### Sizing map, run 1

Scale bar: 20 um.
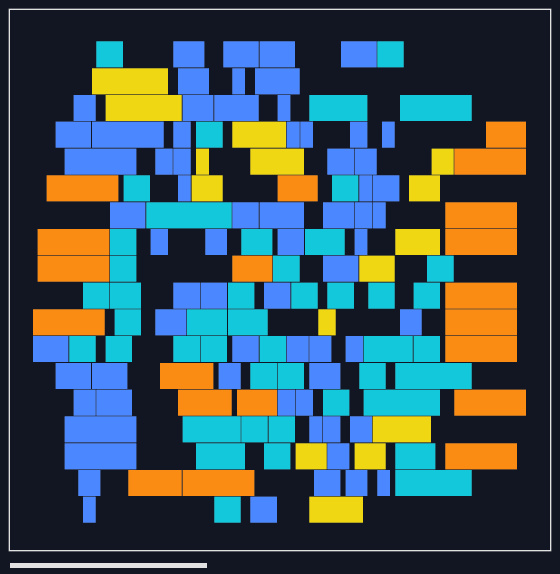
### Clock wires, drivers and flops, run 1

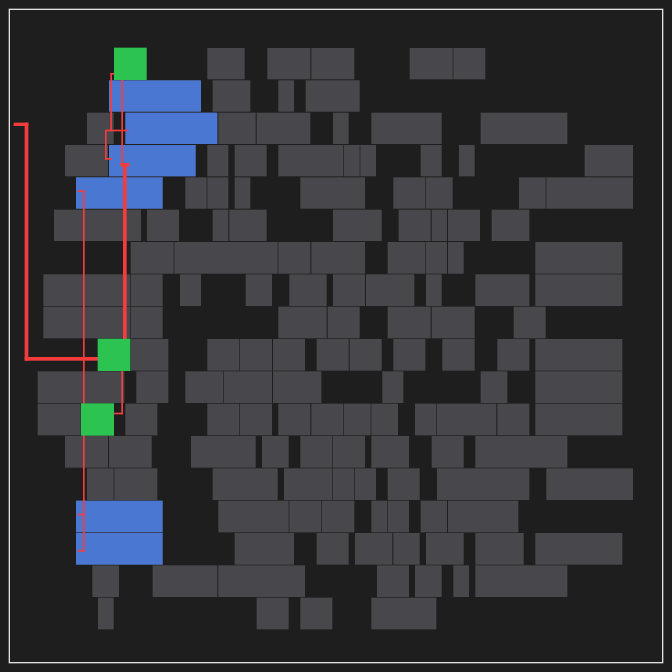
### Clock nets, run 1

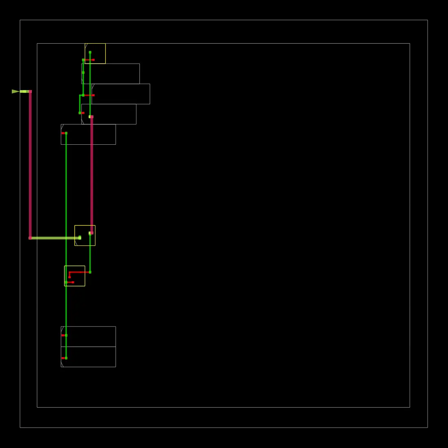
$ cat src/rtl/asap_pkg.sv
// Shared control-word layout and opcode map for the microcoded sequencer.
// Pure constants and types; no timing or flow control.
package asap_pkg;

   localparam int CONTROL_SIGNALS = 16;
   typedef logic [CONTROL_SIGNALS-1:0] ctrl_t;

   // Bit order, MSB first: AI AO BI BO MAI OUI II ALO ALS PCI PCO PCS MI MO FI HLT
   localparam int AI_B  = 15;
   localparam int AO_B  = 14;
   localparam int BI_B  = 13;
   localparam int BO_B  = 12;
   localparam int MAI_B = 11;
   localparam int OUI_B = 10;
   localparam int II_B  = 9;
   localparam int ALO_B = 8;
   localparam int ALS_B = 7;
   localparam int PCI_B = 6;
   localparam int PCO_B = 5;
   localparam int PCS_B = 4;
   localparam int MI_B  = 3;
   localparam int MO_B  = 2;
   localparam int FI_B  = 1;
   localparam int HLT_B = 0;

   localparam ctrl_t C_AI  = ctrl_t'(1) << AI_B;
   localparam ctrl_t C_AO  = ctrl_t'(1) << AO_B;
   localparam ctrl_t C_BI  = ctrl_t'(1) << BI_B;
   localparam ctrl_t C_BO  = ctrl_t'(1) << BO_B;
   localparam ctrl_t C_MAI = ctrl_t'(1) << MAI_B;
   localparam ctrl_t C_OUI = ctrl_t'(1) << OUI_B;
   localparam ctrl_t C_II  = ctrl_t'(1) << II_B;
   localparam ctrl_t C_ALO = ctrl_t'(1) << ALO_B;
   localparam ctrl_t C_ALS = ctrl_t'(1) << ALS_B;
   localparam ctrl_t C_PCI = ctrl_t'(1) << PCI_B;
   localparam ctrl_t C_PCO = ctrl_t'(1) << PCO_B;
   localparam ctrl_t C_PCS = ctrl_t'(1) << PCS_B;
   localparam ctrl_t C_MI  = ctrl_t'(1) << MI_B;
   localparam ctrl_t C_MO  = ctrl_t'(1) << MO_B;
   localparam ctrl_t C_FI  = ctrl_t'(1) << FI_B;
   localparam ctrl_t C_HLT = ctrl_t'(1) << HLT_B;

   typedef enum logic [3:0] {
      OP_NOP = 4'h0,
      OP_LDA = 4'h1,
      OP_ADD = 4'h2,
      OP_SUB = 4'h3,
      OP_STA = 4'h4,
      OP_LDI = 4'h5,
      OP_JMP = 4'h6,
      OP_JC  = 4'h7,
      OP_JZ  = 4'h8,
      OP_OUT = 4'hE,
      OP_HLT = 4'hF
   } opcode_e;

endpackage

$ cat src/rtl/control_sequencer_if.sv
// Instruction/flag inputs and control/step/halted outputs of the sequencer.
// Plain wires; no handshake, outputs valid combinationally within each step.
interface control_sequencer_if #(
   parameter int WIDTH     = 8,
   parameter int MAX_STEPS = 6
);
   import asap_pkg::*;

   localparam int STEP_W = $clog2(MAX_STEPS);

   logic [WIDTH-1:0]  ireg;
   logic              zf;
   logic              cf;
   ctrl_t             ctrl;
   logic [STEP_W-1:0] step;
   logic              halted;

   modport master (output ireg, zf, cf, input ctrl, step, halted);
   modport slave  (input ireg, zf, cf, output ctrl, step, halted);

endinterface

$ cat src/rtl/microcode_rom.sv
// Combinational microcode: (opcode, step, latched flags) -> control word + last-step marker.
// Zero latency; no backpressure.
module microcode_rom
   import asap_pkg::*;
#(
   parameter int STEP_W = 3
) (
   input  opcode_e           opcode_i,
   input  logic [STEP_W-1:0] step_i,
   input  logic              cf_l_i,
   input  logic              zf_l_i,
   output ctrl_t             ctrl_o,
   output logic              last_step_o
);

   localparam logic [STEP_W-1:0] T0 = STEP_W'(0);
   localparam logic [STEP_W-1:0] T1 = STEP_W'(1);
   localparam logic [STEP_W-1:0] T2 = STEP_W'(2);
   localparam logic [STEP_W-1:0] T3 = STEP_W'(3);
   localparam logic [STEP_W-1:0] T4 = STEP_W'(4);
   localparam logic [STEP_W-1:0] T5 = STEP_W'(5);

   always_comb begin
      ctrl_o      = '0;
      last_step_o = 1'b0;
      case (step_i)
         T0: ctrl_o = C_PCO | C_MAI;
         T1: begin
            ctrl_o = C_MO | C_II | C_PCS;
            // NOP and every undefined opcode finish right after fetch
            last_step_o = !(opcode_i inside {OP_LDA, OP_ADD, OP_SUB, OP_STA, OP_LDI,
                                             OP_JMP, OP_JC, OP_JZ, OP_OUT, OP_HLT});
         end
         T2: begin
            case (opcode_i)
               OP_LDA, OP_ADD, OP_SUB, OP_STA,
               OP_LDI, OP_JMP, OP_JC, OP_JZ: ctrl_o = C_PCO | C_MAI;
               OP_OUT: begin ctrl_o = C_AO | C_OUI; last_step_o = 1'b1; end
               OP_HLT: begin ctrl_o = C_HLT;        last_step_o = 1'b1; end
               default: ;
            endcase
         end
         T3: begin
            case (opcode_i)
               OP_LDA, OP_ADD, OP_SUB, OP_STA: ctrl_o = C_MO | C_MAI | C_PCS;
               OP_LDI: begin ctrl_o = C_MO | C_AI | C_PCS; last_step_o = 1'b1; end
               OP_JMP: begin ctrl_o = C_MO | C_PCI;        last_step_o = 1'b1; end
               OP_JC: begin
                  ctrl_o      = cf_l_i ? (C_MO | C_PCI) : C_PCS;
                  last_step_o = 1'b1;
               end
               OP_JZ: begin
                  ctrl_o      = zf_l_i ? (C_MO | C_PCI) : C_PCS;
                  last_step_o = 1'b1;
               end
               default: ;
            endcase
         end
         T4: begin
            case (opcode_i)
               OP_LDA: begin ctrl_o = C_MO | C_AI; last_step_o = 1'b1; end
               OP_ADD, OP_SUB: ctrl_o = C_MO | C_BI;
               OP_STA: begin ctrl_o = C_AO | C_MI; last_step_o = 1'b1; end
               default: ;
            endcase
         end
         T5: begin
            case (opcode_i)
               OP_ADD: begin ctrl_o = C_ALO | C_AI | C_FI;         last_step_o = 1'b1; end
               OP_SUB: begin ctrl_o = C_ALO | C_AI | C_FI | C_ALS; last_step_o = 1'b1; end
               default: ;
            endcase
         end
         default: ;
      endcase
   end

endmodule

$ cat src/rtl/control_sequencer.sv
// Microstep sequencer: step counter, latched ALU flags and halt state around the microcode ROM.
// Control word is zero-latency within a step; no backpressure, halts permanently on HLT until reset.
module control_sequencer
   import asap_pkg::*;
#(
   parameter int WIDTH       = 8,
   parameter int OPCODE_BITS = 4,
   parameter int MAX_STEPS   = 6,
   parameter int EARLY_END   = 1
) (
   input logic                clk,
   input logic                rst,
   control_sequencer_if.slave bus
);

   localparam int STEP_W = $clog2(MAX_STEPS);

   if (MAX_STEPS < 6) begin : g_bad_max_steps
      $error("control_sequencer: MAX_STEPS must be >= 6");
   end

   typedef enum logic {S_RUN, S_HALT} state_e;

   state_e            state_q, state_d;
   logic [STEP_W-1:0] step_q, step_d;
   logic              cf_l_q, cf_l_d;
   logic              zf_l_q, zf_l_d;

   opcode_e opcode;
   ctrl_t   rom_ctrl;
   ctrl_t   ctrl;
   logic    last_step;
   logic    unused_ireg;

   assign opcode      = opcode_e'(4'(bus.ireg[WIDTH-1 -: OPCODE_BITS]));
   assign unused_ireg = ^bus.ireg;

   microcode_rom #(.STEP_W(STEP_W)) u_rom (
      .opcode_i    (opcode),
      .step_i      (step_q),
      .cf_l_i      (cf_l_q),
      .zf_l_i      (zf_l_q),
      .ctrl_o      (rom_ctrl),
      .last_step_o (last_step)
   );

   always_comb begin
      state_d = state_q;
      step_d  = step_q;
      cf_l_d  = cf_l_q;
      zf_l_d  = zf_l_q;
      ctrl    = (state_q == S_HALT) ? '0 : rom_ctrl;
      if (state_q == S_RUN) begin
         // HLT freezes the step where it executed
         if (rom_ctrl[HLT_B]) begin
            state_d = S_HALT;
         end else if ((EARLY_END != 0 && last_step) || step_q == STEP_W'(MAX_STEPS - 1)) begin
            step_d = '0;
         end else begin
            step_d = step_q + 1'b1;
         end
         if (ctrl[FI_B]) begin
            cf_l_d = bus.cf;
            zf_l_d = bus.zf;
         end
      end
   end

   always_ff @(posedge clk) begin
      if (!rst) begin
         state_q <= S_RUN;
         step_q  <= '0;
         cf_l_q  <= 1'b0;
         zf_l_q  <= 1'b0;
      end else begin
         state_q <= state_d;
         step_q  <= step_d;
         cf_l_q  <= cf_l_d;
         zf_l_q  <= zf_l_d;
      end
   end

   assign bus.ctrl   = ctrl;
   assign bus.step   = step_q;
   assign bus.halted = (state_q == S_HALT);

endmodule

$ cat src/flat_wrapper.sv
// flat-port wrapper written by rule: the top's interface ports become plain ports
module control_sequencer_flat import asap_pkg::*;
#(
   parameter int WIDTH       = 8,
   parameter int OPCODE_BITS = 4,
   parameter int MAX_STEPS   = 6,
   parameter int EARLY_END   = 1
)
  (clk, rst, bus_ireg, bus_zf, bus_cf, bus_ctrl, bus_step, bus_halted);
  control_sequencer_if #(.WIDTH(WIDTH), .MAX_STEPS(MAX_STEPS)) bus_i ();
  input logic clk;
  input logic rst;
  input wire logic [$bits(bus_i.ireg)-1:0] bus_ireg;
  input wire logic [$bits(bus_i.zf)-1:0] bus_zf;
  input wire logic [$bits(bus_i.cf)-1:0] bus_cf;
  output wire logic [$bits(bus_i.ctrl)-1:0] bus_ctrl;
  output wire logic [$bits(bus_i.step)-1:0] bus_step;
  output wire logic [$bits(bus_i.halted)-1:0] bus_halted;
  assign bus_i.ireg = bus_ireg;
  assign bus_i.zf = bus_zf;
  assign bus_i.cf = bus_cf;
  assign bus_ctrl = bus_i.ctrl;
  assign bus_step = bus_i.step;
  assign bus_halted = bus_i.halted;
  control_sequencer #(.WIDTH(WIDTH), .OPCODE_BITS(OPCODE_BITS), .MAX_STEPS(MAX_STEPS), .EARLY_END(EARLY_END)) u_core (.clk(clk), .rst(rst), .bus(bus_i));
endmodule
$ cat config.mk
export PLATFORM = sky130hd
export DESIGN_NAME = control_sequencer_flat
export DESIGN_NICKNAME = d
export VERILOG_FILES = /design/src/rtl/asap_pkg.sv /design/src/rtl/control_sequencer_if.sv /design/src/rtl/microcode_rom.sv /design/src/rtl/control_sequencer.sv /design/src/flat_wrapper.sv
export SDC_FILE = /design/constraint.sdc
export NUM_CORES = 1
export LEC_CHECK = 0
export CELL_PAD_IN_SITES_DETAIL_PLACEMENT = 0
export CELL_PAD_IN_SITES_GLOBAL_PLACEMENT = 1
export CORE_MARGIN = 2
export CORE_UTILIZATION = 29
export CTS_CLUSTER_SIZE = 14
export DETAILED_ROUTE_END_ITERATION = 6
export PLACE_DENSITY_LB_ADDON = 0.15
export SLEW_MARGIN = 25
export SYNTH_ARGS = -nofsm -noshare
export SYNTH_HDL_FRONTEND = slang
export SYNTH_SLANG_ARGS = --single-unit
$ cat constraint.sdc
create_clock -name clk -period 2.9 [get_ports clk]
set_input_delay 0.87 -clock clk [delete_from_list [all_inputs] [get_ports clk]]
set_output_delay 0.87 -clock clk [all_outputs]
set_load 0.05 [all_outputs]
==> impl_metrics.json, run 1 <==
{
  "run_status": "finished with violations",
  "failed_checks": "setup timing",
  "clock_tree.buffer_depth": 2,
  "n_antenna_cell": 0,
  "postLayoutSetupSlackWorst_ps": -49.35,
  "crit_path_cell_trace": "buf_8 -> or4_4 -> and3_4 -> o21ai_4 -> a21oi_2 -> buf_12",
  "crit_path_max_fanout": 5,
  "stage_log_warnings": 36,
  "place.detailed.hpwl_um": 1865,
  "track_usage_pct": 19.30,
  "synth_nets": 116,
  "layout_top_cells": "27 x buf_4, 13 x buf_12, 7 x clkdlybuf4s50_1",
  "cp_data_arrival_time_ps": 2080,
  "wl_per_cell_um": 14.15,
  "finalSetupViolCount": 8,
  "holdBufCountCts": 0,
  "via_count_of_the_first_global_routing_pass": 951,
  "yosys-stat-cells": 99,
  "mostFrequentLayoutCell": "buf_4",
  "tritoncts": "done",
  "hold_path.startpoint": "u_core.bus.step[1]$_SDFFE_PN0P_",
  "critPathKind": "input pin to output pin",
  "finalHoldViolCount": 0,
  "clock.fmax_mhz": 339.1,
  "worst_hold_path_type": "register to register",
  "required_ps": 2030,
  "critPathCapture": "bus_ctrl[11]",
  "clock-root-buffer": "clkbuf_4",
  "via_count": 934
}
Notes on 'Sizing map' above:
yellow -> x2  # cells 15, share 10%
cyan -> x3 and x4  # cells 45, share 31%, most used buf_4
blue -> x1 and smaller  # cells 67, share 46%, most used clkdlybuf4s50_1
orange -> x6 and larger  # cells 20, share 14%, most used buf_12
area of all placed cells without fillers: 1535 um2
growth of design area from synthesis to finish: 104.8%
slack of the critical path: -49.35 ps

Notes on 'Clock wires, drivers and flops' above:
green -> clock-net drivers  # count 3
red -> clock wires  # length 104 um
blue -> flip-flops  # count 6
routed clock nets = 4
Latency at later pin: 240 ps
power of the clock network: 0.0000752 W
Layout Skew: 5.690 ps
portion of total power attributed to the clock network: 10.9%

Notes on 'Clock nets' above:
clk_buf instances: 3
number of buffers created by CTS: 3
Flop Count: 6

-- run 1: how the worst min path moves through the flow --
stage,to,cells after the start
CTS,u_core.bus.step[1]$_SDFFE_PN0P_,2
floorplan,u_core.cf_l_q$_SDFFE_PN0P_,2
global route,u_core.bus.step[0]$_SDFFE_PN0P_,1
global placement,u_core.bus.step[1]$_SDFFE_PN0P_,2
finish,u_core.bus.step[1]$_SDFFE_PN0P_,2
detailed placement,u_core.bus.step[1]$_SDFFE_PN0P_,2
-- run 1: worst min-delay path, delay by kind of cell, from the launching register on --
family / cells / cell delay (ps)
AOI/OAI and AO/OA: 1 / 60
DFF: 1 / 340
and+or+nand+nor: 1 / 70
-- run 1: area by class of cell --
cell class | instances | area (um2)
Inverter | 6 | 22.52
Clock buffer | 3 | 22.52
Multi-Input combinational cell | 77 | 701.9
Tap cell | 30 | 37.54
Fill cell | 213 | 919.6
Timing Repair Buffer | 55 | 628.1
Sequential cell | 6 | 122.6
-- run 1: metal layers --
layer | share of wire, % | vias to the layer above | GRT usage [%]
met5 | 0 | - | 0
li1 | - | 458 | -
met2 | 54 | 22 | 33.93
met4 | 2.4 | 0 | 11.25
met1 | 41 | 448 | 21.66
met3 | 3.3 | 6 | 3.005
-- run 1: what timing repair did --
item                       in CTS  in global routing
setup buffers                   5                  1
setup endpoints to repair      14                 13
pin swaps                      14                 11
hold endpoints to repair        0                  0
gates resized                  34                 14
gates cloned                    1                  0
-- run 1: logic make-up after synthesis --
group                    Yosys count  share of synthesized area, %
XOR/XNOR                           2                         2.338
flip-flops                         6                         16.03
adder cells (fa/ha/maj)            5                         8.347
AND/OR/NAND/NOR                   44                         39.90
multiplexers                       2                         2.671
buffers and inverters             16                         10.18
AND-OR/OR-AND                     23                         20.03
other                              1                        0.5004
-- run 1: per-stage QoR --
step           instances  area (um2)  TNS (ps)  setup slack, ps  total power, W
2_1_floorplan         99       839.6     -3019           -509.2       0.0003865
3_3_place_gp         167        1360     -5889           -590.8       0.0005628
3_5_place_dp         167        1360     -5963           -605.1       0.0005696
4_1_cts              176        1476    -308.8           -120.5       0.0006766
5_1_grt              177        1535    -556.9           -82.18       0.0007309
6_report             177        1535    -271.3           -49.35       0.0006885
-- run 1: power groups by stage --
stage / logic [W] / registers [W] / clock network [W]
6_report: 0.000509 / 0.000104 / 0.0000752
5_1_grt: 0.000540 / 0.000106 / 0.0000855
4_1_cts: 0.000493 / 0.000103 / 0.0000809
3_5_place_dp: 0.000465 / 0.000104 / 0
3_3_place_gp: 0.000460 / 0.000103 / 0
2_1_floorplan: 0.000254 / 0.000133 / 0
-- run 1: cell usage after synthesis, drive strengths merged (2+ instances only) --
| master | instances |
|---|---|
| a21oi | 4 |
| a22oi | 2 |
| a31oi | 4 |
| and2 | 2 |
| and3 | 2 |
| buf | 4 |
| clkbuf | 6 |
| dfxtp | 6 |
| ha | 5 |
| inv | 6 |
| mux2i | 2 |
| nand2 | 5 |
| nand2b | 3 |
| nand3 | 3 |
| nand3b | 4 |
| nor2 | 2 |
| nor2b | 3 |
| nor3 | 4 |
| nor4b | 2 |
| o21ai | 5 |
| o41ai | 3 |
| or2 | 2 |
| or4 | 2 |
| or4b | 2 |
| xnor2 | 2 |
### Placement by cell class, run 1

Scale bar: 20 um.
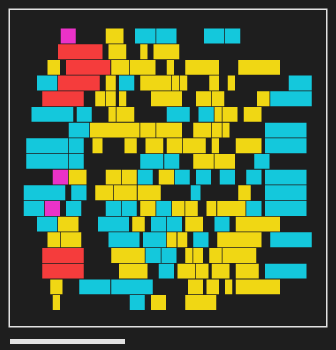

==> run 1 -> run 2 <==
CORE_MARGIN = not set   (was 2)
### Placement by cell class, run 2

Scale bar: 20 um.
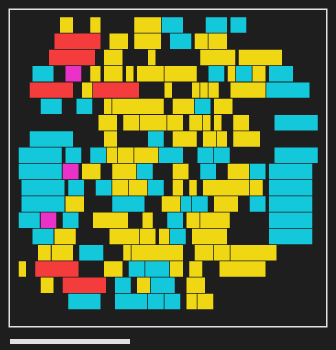
yellow -> remaining logic cells  # cells 83
magenta -> clock-net drivers  # cells 3
cyan -> remaining buffers and delay cells  # cells 54
red -> registers  # cells 6
area of all placed cells without fillers: 1553 um2
post-layout util: 63.25%
sequential fraction of total cell area: 7.977%

### Clock nets, run 2

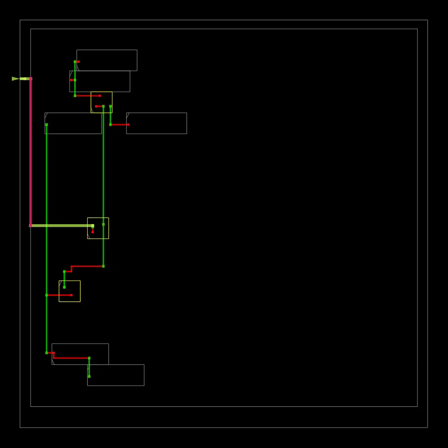
Layout Skew: 7.651 ps
number of sinks on the clock net: 6
power of the clock network: 0.0000761 W

### Pin placement, run 2

Pins as bars across the die edge, other pins in grey.
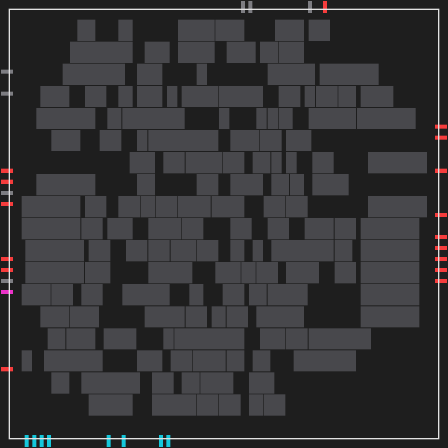
magenta -> bus_cf  # pins 1, direction input, edge left
cyan -> bus_ireg  # pins 8, direction input, edge bottom
red -> bus_ctrl  # pins 16, direction output, edge 9 right, 6 left, 1 top
all pins by edge = 11 left, 9 right, 8 bottom, 4 top
Port-buffer cells: 26
die height: 52.84 um
overall die width: 52.84 um

==> run 2 against run 1 <==
  * The run still ends with setup timing left
  * First-iteration DRC count rose to 3.0 times the previous value
  * Clock skew up 2.0 ps
  * Die size down 7.2%
  * Global-route usage up 1.4 points
  * Setup slack worse by 1.1 ps
  * Routed wire length down 0.32%
  * Flip-flop count unchanged
  * Via count down 0.86%
==> impl_metrics.json, run 2 <==
{
  "stage_log_warnings": 36,
  "place.detailed.hpwl_um": 1697,
  "wl_per_cell_um": 14.19,
  "via_count_of_the_first_global_routing_pass": 957,
  "post_drt_via_cell_ratio": 5.261,
  "critical_path.slowest_cell": "or3_4",
  "crit_family": "simple AND/OR/NAND/NOR gates",
  "power.static_leakage_nw": 0.5988,
  "fp-utilization_pct": 30.53,
  "required_ps": 2030,
  "final_nets": 165,
  "gpl.final_weighted_congestion": 0.8253,
  "crit_path_cell_trace": "buf_8 -> or2_4 -> xnor2_2 -> or3_4 -> a31oi_4 -> buf_12",
  "topCellsByArea": "dfxtp_1 16%, ha_1 8.3%, nand3b_1 4.0%",
  "worst_hold_path_type": "register to register",
  "via_count": 926,
  "timing.critical_path.from_type": "input pin",
  "latency_at_later_pin_ps": 240,
  "critPathKind": "input pin to output pin",
  "areaGrowthSynthToFinish_pct": 107.2,
  "run_status": "finished with violations",
  "failed_checks": "setup timing",
  "yosys-stat-cells": 99,
  "clock-root-buffer": "clkbuf_4",
  "track_usage_pct": 20.69,
  "post_synth_most_frequent_cells": "6 x clkbuf_1, 6 x dfxtp_1, 5 x ha_1, 5 x inv_1, 5 x nand2_1",
  "tritoncts": "done",
  "postLayoutSetupSlackWorst_ps": -50.50,
  "finalHoldViolCount": 0,
  "ff2ff_path_depth": 7,
  "n_antenna_cell": 0,
  "cts_buffers": 3,
  "mostFrequentLayoutCell": "buf_4",
  "layout_top_cells": "25 x buf_4, 13 x buf_12, 7 x clkdlybuf4s50_1",
  "clock.fmax_mhz": 338.9,
  "synth_nets": 116,
  "power.share.clock_pct": 10.9,
  "finalSetupViolCount": 8,
  "holdPathStages": 2,
  "postRouteAntennaNets": 0,
  "cp_data_arrival_time_ps": 2080,
  "clock_tree.buffer_depth": 2,
  "powerDensity_nw_per_um2": 447.8,
  "crit_path_max_fanout": 6
}
run 2: cell counts after synthesis:
Identical to the previous run, type by type.
run 2: power groups by stage:
stage / Combinational [W] / Sequential [W] / Clock, W
CTS: 0.000494 / 0.000105 / 0.0000824
global placement: 0.000451 / 0.000105 / 0
global route: 0.000546 / 0.000108 / 0.0000891
floorplan: 0.000254 / 0.000133 / 0
detailed placement: 0.000453 / 0.000107 / 0
finish: 0.000513 / 0.000106 / 0.0000761
run 2: timing repair:
item / 4_1_cts / 5_1_grt
setup buffers: 8 / 0
pin swaps: 15 / 14
gates cloned: 1 / 0
gates resized: 42 / 13
setup endpoints to repair: 14 / 12
hold buffers: 0 / 0
run 2: routing by layer:
layer / GRT usage [%] / part of all wire, % / routed length (um)
met2: 39.45 / 54 / 1358
met1: 20.41 / 40 / 999
met4: 13.16 / 1.8 / 46
met5: 0 / 0 / 0
met3: 2.899 / 3.7 / 93
run 2: kinds of logic after synthesis:
kind of cell | count (synthesis) | share of synthesized area, %
compound gates | 23 | 20.03
xor+xnor | 2 | 2.338
fa+ha+maj | 5 | 8.347
buf+inv | 16 | 10.18
flops | 6 | 16.03
mux | 2 | 2.671
other cells | 1 | 0.5004
simple gates | 44 | 39.90
run 2: worst register-to-register path: stages, from the launching register on:
cell and delay [ps]:
dfxtp_2 370, inv_1 70, ha_1 230, and4b_1 240
buf_4 150, a22oi_1 140, o211ai_1 160, o41ai_1 380
run 2: layout make-up:
| cell class | count | area [um2] |
|---|---|---|
| clock buffer | 3 | 22.52 |
| timing repair buffer | 54 | 624.3 |
| sequential | 6 | 123.9 |
| tap | 30 | 37.54 |
| inverter | 6 | 22.52 |
| fill | 212 | 902.1 |
| multi-input combinational | 77 | 721.9 |
run 2: path summary, 6_finish.rpt:
check / from / end / slack (ps)
worst min register to register: u_core.bus.step[1]$_SDFFE_PN0P_ / u_core.bus.step[1]$_SDFFE_PN0P_ / 500
worst max register to register: u_core.bus.step[0]$_SDFFE_PN0P_ / u_core.bus.step[2]$_SDFFE_PN0P_ / 1060
worst min-delay path: u_core.bus.step[1]$_SDFFE_PN0P_ / u_core.bus.step[1]$_SDFFE_PN0P_ / 500
worst max-delay path: bus_ireg[5] / bus_ctrl[4] / -50
run 2: stage by stage:
| step | worst slack, ps | instances | instance area, um2 | power (W) | setup TNS, ps |
|---|---|---|---|---|---|
| finish | -50.50 | 176 | 1553 | 0.0006953 | -222.4 |
| global route | -76.91 | 176 | 1553 | 0.0007429 | -529.1 |
| CTS | -104.6 | 176 | 1508 | 0.0006815 | -232.0 |
| detailed placement | -605.3 | 164 | 1338 | 0.0005596 | -6018 |
| global placement | -600.8 | 164 | 1338 | 0.0005562 | -6106 |
| floorplan | -509.2 | 99 | 839.6 | 0.0003865 | -3019 |
No activity file was given, so power comes from the tool's default toggle rates.
